==> src/rtl/nibble_mem_ctrl.sv <==
// nibble_mem_ctrl: command sequencer for the 64x4 nibble memory.
// Turns SEEK/WRITE/READ/RESYNC commands into next/prev/store strobe trains
// along the shortest wrap-around path, keeps a shadow of the memory address
// and reports one response per command, flagging any loss of address sync.
module nibble_mem_ctrl #(
  parameter int HOLD   = 2,  // cycles each strobe is high, then low (min 1)
  parameter int SETTLE = 4   // wait cycles before sampling memory outputs (min 4)
) (
  input  logic       clk,
  input  logic       rst_n,
  input  logic       cmd_valid,
  output logic       cmd_ready,
  input  logic [1:0] cmd_op,
  input  logic [5:0] cmd_addr,
  input  logic [3:0] cmd_data,
  output logic       rsp_valid,
  output logic [3:0] rsp_data,
  output logic [5:0] rsp_addr,
  output logic       sync_err,
  output logic [3:0] mem_din,
  output logic       mem_store,
  output logic       mem_next,
  output logic       mem_prev,
  input  logic [3:0] mem_dout,
  input  logic [5:0] mem_addr
);

  localparam logic [1:0] OP_SEEK   = 2'b00;
  localparam logic [1:0] OP_WRITE  = 2'b01;
  localparam logic [1:0] OP_READ   = 2'b10;
  localparam logic [1:0] OP_RESYNC = 2'b11;

  // One down-counter serves both the strobe phases and the settle wait.
  localparam int TMAX = (HOLD > SETTLE) ? HOLD : SETTLE;
  localparam int TW   = $clog2(TMAX + 1);
  localparam logic [TW-1:0] HOLD_LOAD   = TW'(HOLD - 1);
  localparam logic [TW-1:0] SETTLE_LOAD = TW'(SETTLE - 1);

  typedef enum logic [2:0] {
    S_IDLE,
    S_PLAN,
    S_STEP_HI,
    S_STEP_LO,
    S_STORE_HI,
    S_STORE_LO,
    S_SETTLE,
    S_RESP
  } state_t;

  state_t        state;
  logic [1:0]    op_q;
  logic [5:0]    addr_q;
  logic [5:0]    cur;        // shadow of the memory's address
  logic [5:0]    step_cnt;   // steps still to issue
  logic          dir_prev;   // 1: walking down with mem_prev
  logic [TW-1:0] timer;

  logic [5:0] diff;
  logic [5:0] plan_steps;
  logic       plan_prev;
  logic       is_write;

  // Shortest-path plan: forward distance, reversed when more than half-way.
  // NOTE: every variable here is assigned on every pass, so no latch is inferred.
  always_comb begin
    diff       = addr_q - cur;               // 6-bit wrap gives (addr - cur) mod 64
    plan_prev  = (diff > 6'd32);             // tie at 32 stays on mem_next
    plan_steps = plan_prev ? (6'd0 - diff) : diff;
    is_write   = (op_q == OP_WRITE);
  end

  // Sequencer: state, counters, shadow address and all registered outputs.
  // NOTE: state is updated with non-blocking assignments so every branch sees
  // the pre-edge values; the async reset also drops strobes mid-command.
  always_ff @(posedge clk or negedge rst_n) begin
    if (!rst_n) begin
      state     <= S_IDLE;
      op_q      <= OP_SEEK;
      addr_q    <= '0;
      cur       <= '0;
      step_cnt  <= '0;
      dir_prev  <= 1'b0;
      timer     <= '0;
      cmd_ready <= 1'b0;
      rsp_valid <= 1'b0;
      rsp_data  <= '0;
      rsp_addr  <= '0;
      sync_err  <= 1'b0;
      mem_din   <= '0;
      mem_store <= 1'b0;
      mem_next  <= 1'b0;
      mem_prev  <= 1'b0;
    end else begin
      rsp_valid <= 1'b0;
      case (state)
        S_IDLE: begin
          if (cmd_valid && cmd_ready) begin
            op_q      <= cmd_op;
            addr_q    <= cmd_addr;
            mem_din   <= (cmd_op == OP_WRITE) ? cmd_data : 4'd0;
            cmd_ready <= 1'b0;
            state     <= S_PLAN;
          end else begin
            cmd_ready <= 1'b1;
          end
        end

        S_PLAN: begin
          step_cnt <= plan_steps;
          dir_prev <= plan_prev;
          if (op_q == OP_RESYNC || (plan_steps == 6'd0 && !is_write)) begin
            timer <= SETTLE_LOAD;
            state <= S_SETTLE;
          end else if (plan_steps != 6'd0) begin
            mem_next <= !plan_prev;
            mem_prev <= plan_prev;
            timer    <= HOLD_LOAD;
            state    <= S_STEP_HI;
          end else begin
            mem_store <= 1'b1;
            timer     <= HOLD_LOAD;
            state     <= S_STORE_HI;
          end
        end

        S_STEP_HI: begin
          if (timer == '0) begin
            mem_next <= 1'b0;
            mem_prev <= 1'b0;
            cur      <= dir_prev ? (cur - 6'd1) : (cur + 6'd1);
            step_cnt <= step_cnt - 6'd1;
            timer    <= HOLD_LOAD;
            state    <= S_STEP_LO;
          end else begin
            timer <= timer - TW'(1);
          end
        end

        S_STEP_LO: begin
          if (timer != '0) begin
            timer <= timer - TW'(1);
          end else if (step_cnt != 6'd0) begin
            mem_next <= !dir_prev;
            mem_prev <= dir_prev;
            timer    <= HOLD_LOAD;
            state    <= S_STEP_HI;
          end else if (is_write) begin
            mem_store <= 1'b1;
            timer     <= HOLD_LOAD;
            state     <= S_STORE_HI;
          end else begin
            timer <= SETTLE_LOAD;
            state <= S_SETTLE;
          end
        end

        S_STORE_HI: begin
          if (timer == '0) begin
            mem_store <= 1'b0;
            cur       <= cur + 6'd1;     // memory post-increments on store
            timer     <= HOLD_LOAD;
            state     <= S_STORE_LO;
          end else begin
            timer <= timer - TW'(1);
          end
        end

        S_STORE_LO: begin
          if (timer == '0) begin
            timer <= SETTLE_LOAD;
            state <= S_SETTLE;
          end else begin
            timer <= timer - TW'(1);
          end
        end

        S_SETTLE: begin
          if (timer == '0) begin
            rsp_data  <= mem_dout;
            // The memory's own address is authoritative; the shadow follows it.
            rsp_addr  <= mem_addr;
            cur       <= mem_addr;
            if (op_q != OP_RESYNC && mem_addr != cur) begin
              sync_err <= 1'b1;
            end
            rsp_valid <= 1'b1;
            state     <= S_RESP;
          end else begin
            timer <= timer - TW'(1);
          end
        end

        S_RESP: begin
          mem_din   <= '0;
          cmd_ready <= 1'b1;
          state     <= S_IDLE;
        end

        default: state <= S_IDLE;
      endcase
    end
  end

endmodule

==> config.mk <==
export PLATFORM = sky130hd
export DESIGN_NAME = nibble_mem_ctrl
export DESIGN_NICKNAME = d
export VERILOG_FILES = /design/src/rtl/nibble_mem_ctrl.sv
export SDC_FILE = /design/constraint.sdc
export NUM_CORES = 1
export LEC_CHECK = 0
export ABC_AREA = 1
export CORE_MARGIN = 5
export CORE_UTILIZATION = 45
export CTS_CLUSTER_DIAMETER = 200
export DETAILED_ROUTE_END_ITERATION = 7
export PLACE_DENSITY_LB_ADDON = 0.1
export SYNTH_ARGS = -nofsm -noshare
export SYNTH_HDL_FRONTEND = slang
export SYNTH_SLANG_ARGS = --single-unit
export TNS_END_PERCENT = 1
==> constraint.sdc <==
create_clock -name clk -period 3.4 [get_ports clk]
set_clock_uncertainty 0.05 [all_clocks]
set_input_delay 0.68 -clock clk [delete_from_list [all_inputs] [get_ports clk]]
set_output_delay 0.68 -clock clk [all_outputs]
set_load 0.1 [all_outputs]
Figure 1. Wiring by layer (run 1).
Two of the layers only.
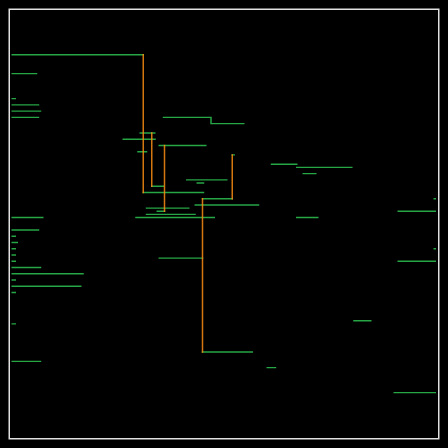
| layer | color | wire length |
|---|---|---|
| metal 4 | orange | 98.6 um |
| metal 3 | green | 315 um |
All-Layer GR Usage: 17.3%
final WL: 7.16 mm
total number of vias: 2765
drt wl/cell: 13.5 um

Figure 2. Gate-type map (run 1).
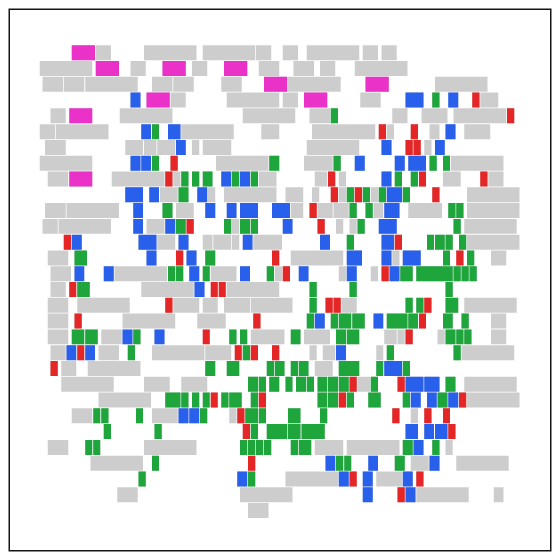
| family | color | cells |
|---|---|---|
| mux cells | magenta | 10 |
| aoi and oai cells | blue | 78 |
| inv cells | red | 57 |
| nand cells | green | 143 |
Finished Layout Cells: 531
most numerous logic cell after layout: nand2_1

==> Changelog: implementation, run 1 <==
### Changed

* CTS Hold Bufs at 0
* P_comb at 45.2 uW
* Htree depth at 2
* Post-Synth AOI/OAI Area at 14.6%
* Dominant comb cell: simple AND/OR/NAND/NOR gates
* Async set-reset flop share out of synthesis at 100%
* Hold Fails Final Rpt at 0
* DR iter-0 viols at 141
* Sequential power at 558 uW
* Setup violators final at 0
* Sw Share at 21.8%
* WS Path Type: reg -> reg
* Clock Tree Buf Depth at 2
* Worst Setup End Kind: flop
* Total of max-cap violations at 0
* Final Cycle Share at between 70% and 80%
* Worst-path fanout max at 5
* Total CTS buffers at 5
* Most frequent cells in the layout: nand2_1, inv_1, dfrtp_1, o21ai_0, nand3_1
* Ys cells at 403
* Crit-path most repeated cell: nand2_1
* Vias per inst at 5.21
* Synthesized area per cell at 7.70 um^2
* Met2 WL post-DR at approximately 3.3 mm
* Row count at 30
* GR Overflow Total at 0
* Hpwl dp at 5.63 mm
* Layout cell share with drive strength beyond 1 at about 16%
* Mux contribution to synthesized area at ~3.6%
* Pwr top: registers
* Yosys Warn Count at 0
* Post-place setup slack at 702 ps
* Seq cells post-synth at 47
* Top_reg_cell synth: dfrtp_1
* Hold_sp: sync_err
* Total die area at 8660 um^2
* Syn nets at 440
* Fin Hold WS at 431 ps
* Largest net degree at the start of global routing at 48
* Io pins at 45
* Flop pwr share at 54.2%
* Number of enable flip-flop cells at 0
* Final #Nets at 487
* Slew margin rel. at between 20 and 30%
* Status: finished, final reports clean
* Slowest Stage Delay on Critical Path at approximately 550 ps
* First-pass GRT wire length at 12.1 mm
* Switching Power at 224 uW
* Max layer used: met4
* Lkg Pwr at 0.00189 uW
* Met3 Wirelength at 314 um
Figure 3. Routing congestion map (run 1).
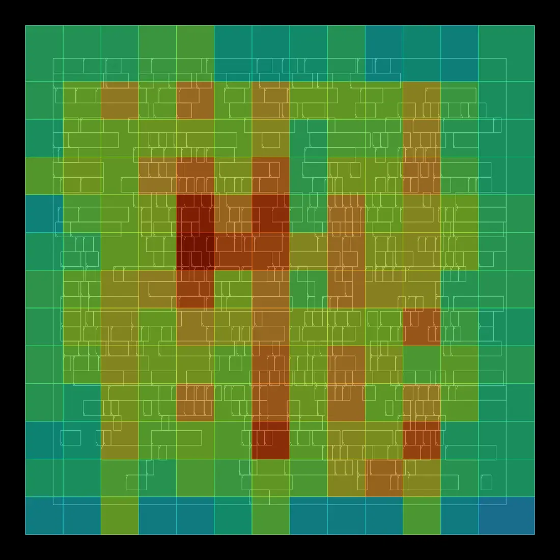
Top Usage Layer GRT: met2
met1 usage: 23.1%
grt met2 use: 28.4%
utilization after layout: 54.4%

Figure 4. Cell sizes after repair (run 1).
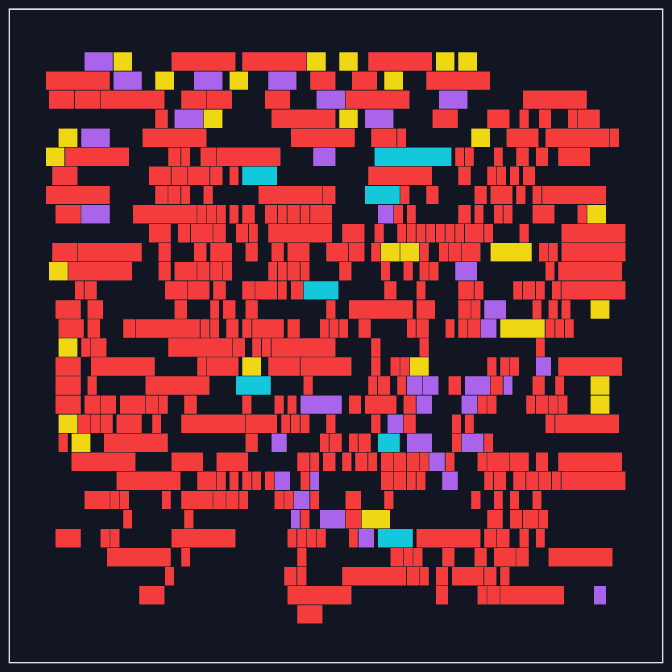
| size | color | cells | share |
|---|---|---|---|
| _2 cells | purple | 36 | 8.0% |
| _6 and larger | cyan | 7 | 1.6% |
| _0 and _1 cells | red | 380 | 84% |
| _3 and _4 cells | yellow | 28 | 6.2% |
Area Overhead vs Synth: 18.5%
Final Cell Area: 3680 um^2
Final WS setup: 692 ps
buffers outside the clock class: 48

[run 1: final cells by class]
type	count	area [um^2]	area share, %
tap	80	100	2.72
clock inverter	3	46.3	1.26
inverter	57	214	5.82
clock buffer	5	68.8	1.87
multi-input combinational	291	1660	45.1
sequential	47	1180	32.0
timing repair buffer	48	415	11.3
[run 1: cells in the mapped netlist (4+ instances only)]
cell type	instances	area, um^2
o21ai_0	39	195
nand3_1	28	140
a21oi_1	20	100
nand2_1	93	349
nor2_1	24	90.1
mux2_2	10	113
nor2_2	4	25.0
inv_1	54	203
nand4_1	6	37.5
ha_1	11	138
xor2_1	8	70.1
dfrtp_1	47	1180
nand2_2	10	62.6
xnor2_1	4	35.0
[run 1: registers in the layout (all words and copies together), names as in the netlist]
signal,cells
timer,3
mem_store,1
mem_next,1
state,3
rsp_addr,6
mem_prev,1
cmd_ready,1
op_q,2
dir_prev,1
sync_err,1
rsp_valid,1
addr_q,6
step_cnt,6
mem_din,4
cur,6
rsp_data,4
[run 1: worst paths after layout]
kind,endpoint,slack (ps),depth (start not counted)
worst min register to register,sync_err,430,1
worst max register to register,mem_next,690,16
worst max-delay path,mem_next,690,16
max in group asynchronous,cmd_ready,2130,1
min in group asynchronous,op_q[1],510,1
worst min-delay path,sync_err,430,1
[run 1: stage by stage]
stage	util (%)	power (uW)	area, um^2	std cells
2_1_floorplan	-	574	3100	403
3_3_place_gp	52.7	615	3560	523
6_report	54.4	1030	3680	531
3_5_place_dp	52.7	616	3560	523
4_1_cts	54.4	1050	3680	531
5_1_grt	54.4	1070	3680	531
[run 1: worst max-delay path: cells and delay by family (launching register included)]
kind / cells / cell delay, ps
and+or+nand+nor: 11 / 970
DFF: 1 / 440
buffers and inverters: 2 / 160
adders and majority gates: 3 / 990
==> inputs of run 2 (changes only) <==
==> constraint.sdc (replaced) <==
create_clock -name clk -period 2.6 [get_ports clk]
set_clock_uncertainty 0.05 [all_clocks]
set_input_delay 0.52 -clock clk [delete_from_list [all_inputs] [get_ports clk]]
set_output_delay 0.52 -clock clk [all_outputs]
set_load 0.1 [all_outputs]
==> Changelog: implementation, run 2 <==
### Changed

* Status: finished, final reports clean
* Fin Hold WS at 62.4 ps (-369 ps)
* Slowest Stage Delay on Critical Path at 620 ps (+70 ps)
* Total number of vias at 2799 (+1.2%)
* Num Clock Sinks at 47
* Largest net degree at the start of global routing at 18 (-63%)
* Lkg Pwr at 0.00194 uW (+2.9%)
* Final WL at 7.53 mm (+5.2%)
* Least-Margin Pin Slew at 585 ps
* Die X at between 90 and 100 um
* Die Y at approximately 93 um
* Largest area contributor in the netlist: dfrtp_1
* Seq cells post-synth at 47 (unchanged)
* Largest cells by area after synthesis: dfrtp_1, nand2_1, inv_1, o21ai_0, nand3_1
* Top post-synthesis cells by count: nand2_1, inv_1, dfrtp_1
* Htree depth at 2 (unchanged)
* Grt met2 use at 30.4% (+2.0 points)
* Pre-Place Util at between 40 and 50%
* Minimum clock period at between 2000 and 2500 ps
* Slew Limit Fails at 0
* Layout cell share with drive strength beyond 1 at 20.5% (+4.8 points)
* Vias per inst at 5.15 (-1.0%)
* Vias in the first global route at 2671
* # port buffers at roughly 44
* Hold Path Class: in -> async
* Power density cells at 327 nW/um^2
* Top_reg_cell synth: dfrtp_1
* Clk slew on worst S/H paths at approximately 100 ps
* Top Usage Layer GRT: met2
* CP Buf/Inv Count at 2 (unchanged)
* Worst-path fanout max at 3 (-2)
* Final ANT Viol Nets at 0
* RD Place Congestion at 0.888
* Total die area at 8660 um^2 (unchanged)
* Post-synthesis sequential area ratio at a little under two fifths
* Initial antenna violation count at 0
* Core area at 6760 um^2
* Most numerous cell in the Yosys netlist: nand2_1
* Worst-Skew Late Latency at 310 ps
* Yosys Warn Count at 0 (unchanged)
* Crit-path most repeated cell: nand2_1
* Slew margin rel. at 60.6% (+32 points)
* All-Layer GR Usage at 18.3% (+1.0 points)
* Mapped cell area at just over 3000 um^2
* Ant diodes at 0
* Final Cycle Share at 96.1% (+16 points)
* Ys cells at 403 (unchanged)
* Slowest cell on crit path: fa_2
* Clk root buf: clkbuf_8
* Hpwl dp at 5.96 mm (+5.8%)
* Met1 usage at 25.2% (+2.1 points)
* R2r setup slk at 100 ps (-590 ps)
* Worst Setup End Kind: flop
* Clock Tree Buf Depth at 2 (unchanged)
* Total CTS buffers at 5 (unchanged)
* Most frequent cells in the layout: nand2_1, inv_1, dfrtp_1, o21ai_0, buf_4
* WS Path Type: reg -> reg
* Number of enable flip-flop cells at 0 (unchanged)
* VDD IR-drop max at between 0.00015 and 0.0002 V
* Max-area cell share at 37.9% (unchanged)
* Startpoint Class: flop
* Io pins at 45 (unchanged)
* Hold Fails Final Rpt at 0 (unchanged)
* Setup violators final at 0 (unchanged)
* Syn nets at 440 (unchanged)
* Drt wl/cell at 13.9 um (+2.8%)
* Most numerous logic cell after layout: nand2_1
* Final #Nets at 499 (+2.5%)
* Crit path DRT at 2750 ps
* Async set-reset flop share out of synthesis at 100% (unchanged)
* First-pass GRT wire length at 12.7 mm (+5.5%)
* Utilization after layout at 56.3% (+1.9 points)
* Synthesized area per cell at 7.70 um^2 (unchanged)
* Row count at 30 (unchanged)
* Synth cell types at roughly 41
* Total of max-cap violations at 0 (unchanged)
* GR Overflow Total at 0 (unchanged)
* DR iter-0 viols at 127 (-9.9%)
* Top delay family on crit path: adder cells
## run 2: cell counts after synthesis
No cell type changed its count.
## run 2: cells by family after synthesis
kind of cell,synth area share [%]
AOI/OAI and AO/OA,14.6
buffers and inverters,8.67
xor gates and xnor gates,3.91
muxes,3.63
DFF,37.9
adders and majority gates,5.08
and+or+nand+nor,26.2
## run 2: final cells by class
class / count / area [um^2] / share of cell area (%)
Tap cell: 80 / 100 / 2.63
Clock buffer: 5 / 68.8 / 1.81
Inverter: 57 / 216 / 5.69
Multi-Input combinational cell: 291 / 1720 / 45.1
Sequential cell: 47 / 1180 / 30.9
Clock inverter: 3 / 18.8 / 0.493
Timing Repair Buffer: 60 / 509 / 13.4
## run 2: through the flow
step                worst slack [ps]  area (um^2)  total power, uW  cells  setup TNS (ps)
floorplan                        118         3100              750    403               0
global placement                 151         3620              808    531               0
detailed placement              49.8         3620              809    531               0
CTS                             29.2         3710             1260    539               0
global route                    -111         3800             1310    543            -313
finish                           101         3800             1250    543               0
## run 2: what timing repair did
item                       CTS  global route
buffers inserted             0             4
resized                      0            16
setup endpoints to repair    0             7
hold buffers                 0             0
hold endpoints to repair     0             0
## run 2: metal layers
metal,vias to the layer above,part of all wire [%]
li1,1447,-
met1,1276,47
met2,72,47
met3,4,4.8
met4,0,0.62
met5,-,0
## run 2: where the power goes
part	leakage (uW)	switching [uW]	internal, uW
clock	0.0000483	263	190
sequential	0.000584	0	730
combinational	0.00131	27.0	35.2
total	0.00194	290	955
## run 2: path summary, 6_finish.rpt
path,cells after the start,end,start
worst min register to register,2,mem_prev,mem_prev
max in group asynchronous,2,addr_q[1],rst_n
worst min-delay path,1,state[2],rst_n
worst max register to register,16,mem_next,cur[0]
worst max-delay path,16,mem_next,cur[0]
min in group clk,2,mem_prev,mem_prev
Figure 5. Cell sizes after repair (run 2).
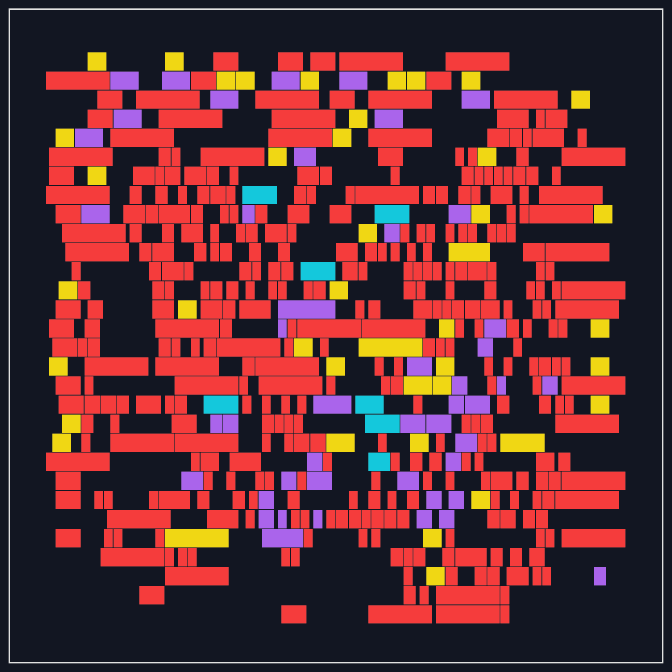
| size | color | cells | share |
|---|---|---|---|
| _3 and _4 cells | yellow | 42 | 9.1% |
| _0 and _1 cells | red | 368 | 79% |
| _2 cells | purple | 46 | 9.9% |
| _6 and larger | cyan | 7 | 1.5% |
buffers outside the clock class: 60
Final WS setup: 101 ps
Area Overhead vs Synth: 22.6%
Final Cell Area: 3800 um^2

Figure 6. Gate-type map (run 2).
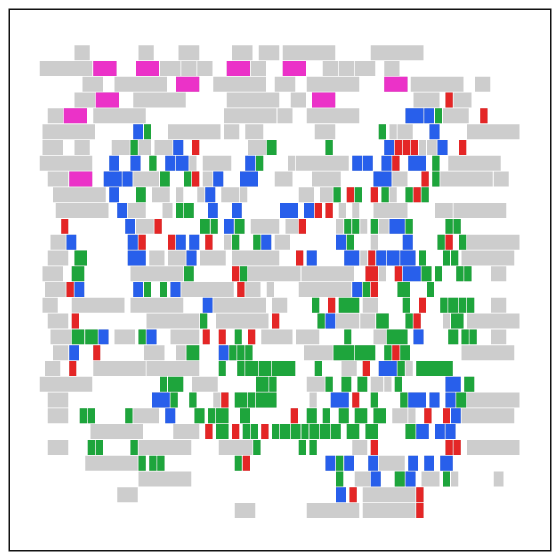
| family | color | cells |
|---|---|---|
| aoi and oai cells | blue | 78 |
| nand cells | green | 143 |
| inv cells | red | 57 |
| mux cells | magenta | 10 |
Comb/total area: 45.1%
Finished Layout Cells: 543

==> inputs of run 3 (changes only) <==
--- a/config.mk
+++ b/config.mk
@@ -7,7 +7,7 @@
 export LEC_CHECK = 0
 export ABC_AREA = 1
 export CORE_MARGIN = 5
-export CORE_UTILIZATION = 45
+export CORE_UTILIZATION = 40
 export CTS_CLUSTER_DIAMETER = 200
 export DETAILED_ROUTE_END_ITERATION = 7
 export PLACE_DENSITY_LB_ADDON = 0.1
==> Changelog: implementation, run 3 <==
### Changed

* Flop pwr share at 53.8% (-4.8 points)
* Most frequent cells in the layout: nand2_1, inv_1, dfrtp_1, o21ai_0, buf_4
* Clock Tree Buf Depth at 2 (unchanged)
* Initial antenna violation count at 0 (unchanged)
* Final ANT Viol Nets at 0 (unchanged)
* Most numerous cell in the Yosys netlist: nand2_1
* GR Overflow Total at 0 (unchanged)
* Worst-Skew Late Latency at 310 ps (about the same)
* Crit-path most repeated cell: nand2_1
* Crit path DRT at 2750 ps (about the same)
* Hpwl dp at 6.09 mm (+2.1%)
* Row count at 32 (+6.7%)
* Pre-Place Util at 40.6% (-5.4 points)
* Slew margin rel. at 56.5% (-4.0 points)
* Most numerous logic cell after layout: nand2_1
* Lkg Pwr at 0.00194 uW (-0.22%)
* # port buffers at 44 (unchanged)
* Clk slew on worst S/H paths at 100 ps (about the same)
* Vias per inst at 4.98 (-3.3%)
* Logic gate share of total power at 4.6% (-0.4 points)
* Total of max-cap violations at 0 (unchanged)
* CP Buf/Inv Count at 3 (+1)
* Hold Path Class: in -> async
* Core area at 7650 um^2 (+13%)
* Status: finished, final reports clean
* Final Cycle Share at 94.7% (-1.4 points)
* Total number of vias at 2801 (+0.071%)
* Io pins at 45 (unchanged)
* Mapped cell area at 3100 um^2 (unchanged)
* Clk root buf: clkbuf_8
* VDD IR-drop max at 0.000169 V (+1.3%)
* Die X at 98.1 um (+5.4%)
* Largest net degree at the start of global routing at 26 (+8)
* WS Path Type: reg -> reg
* Final #Nets at 496 (-0.60%)
* Post-place setup slack at 60.3 ps (+10.5 ps)
* Synthesized area per cell at 7.70 um^2 (unchanged)
* Switching Power at 298 uW (+2.7%)
* Final WL at 7.58 mm (+0.78%)
==> run 3: cell families (layout without fill, tap and decap cells) <==
kind of cell	count (synthesis)	after routing	share of synthesized area, %
xor+xnor	13	13	3.91
fa+ha+maj	12	12	5.08
simple gates	177	177	26.2
mux	10	10	3.63
buf+inv	65	122	8.67
compound gates	79	79	14.6
flops	47	47	37.9
==> run 3: area by class of cell <==
type | instances | area share [%]
clock buffer | 5 | 1.79
clock inverter | 3 | 1.24
inverter | 57 | 5.56
multi-input combinational | 291 | 44.6
sequential | 47 | 30.6
tap | 102 | 3.32
timing repair buffer | 57 | 12.9
==> run 3: path summary, 6_finish.rpt <==
path                       endpoint  depth (start not counted)     start
min                          cur[4]                          1     rst_n
max                        mem_next                         17    cur[0]
min reg2reg                mem_prev                          2  mem_prev
min in group clk           mem_prev                          2  mem_prev
max reg2reg                mem_next                         17    cur[0]
max in group asynchronous  dir_prev                          2     rst_n
==> run 3: through the flow <==
stage          power [uW]  cell area (um^2)
6_report             1360              3850
5_1_grt              1430              3850
4_1_cts              1390              3770
3_5_place_dp          809              3660
3_3_place_gp          809              3660
2_1_floorplan         750              3100
==> run 3: what timing repair did <==
item | 4_1_cts | 5_1_grt
hold buffers | 0 | 0
hold endpoints to repair | 0 | 0
setup buffers | 0 | 2
gates resized | 0 | 15
setup endpoints to repair | 0 | 7
==> run 3: power groups by stage <==
stage	logic, uW	registers, uW	clock network (uW)
after floorplan	5.11	745	0
after global placement	64.0	745	0
after detailed placement	64.5	745	0
after CTS	64.6	730	594
after global routing	68.5	731	634
final	62.4	730	564
==> run 3: per-layer routing <==
metal | GRT usage [%] | wire, um
met5 | 0 | 0
met4 | 4.26 | 89
met3 | 3.43 | 351
met2 | 27.5 | 3640
met1 | 22.2 | 3500
Figure 7. Cell sizes after repair (run 3).
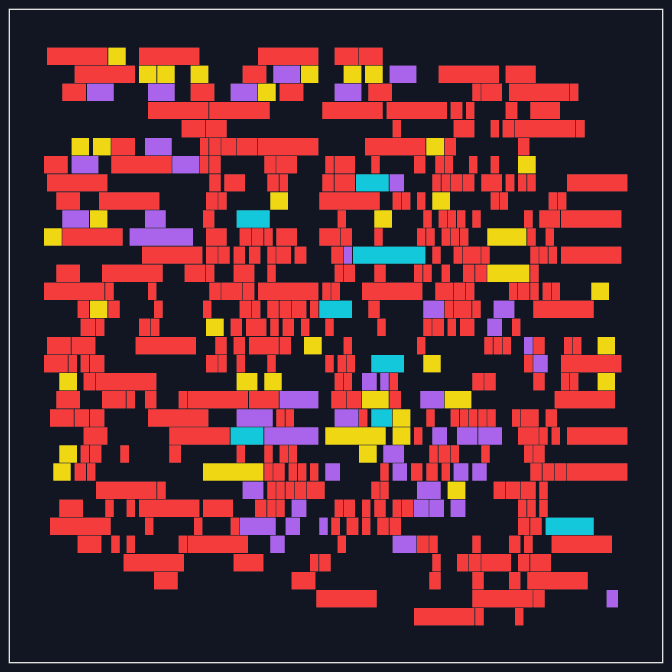
| size | color | cells | share |
|---|---|---|---|
| _3 and _4 cells | yellow | 39 | 8.5% |
| _0 and _1 cells | red | 367 | 80% |
| _6 and larger | cyan | 8 | 1.7% |
| _2 cells | purple | 46 | 10% |
buffers outside the clock class: 57
Final Cell Area: 3850 um^2
Area Overhead vs Synth: 24.0%
Final WS setup: 138 ps

Figure 8. Routing congestion map (run 3).
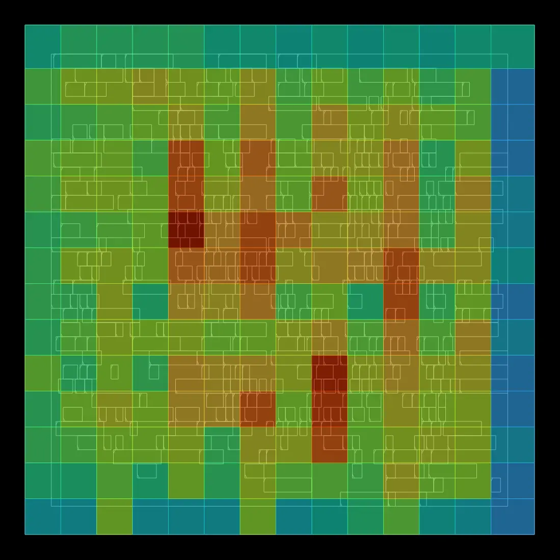
met1 usage: 22.2%
grt met3 use: 3.43%
utilization after layout: 50.3%
grt met2 use: 27.5%
All-Layer GR Usage: 16.6%

Power figures rest on the tool's default switching activity, not on a simulated workload.
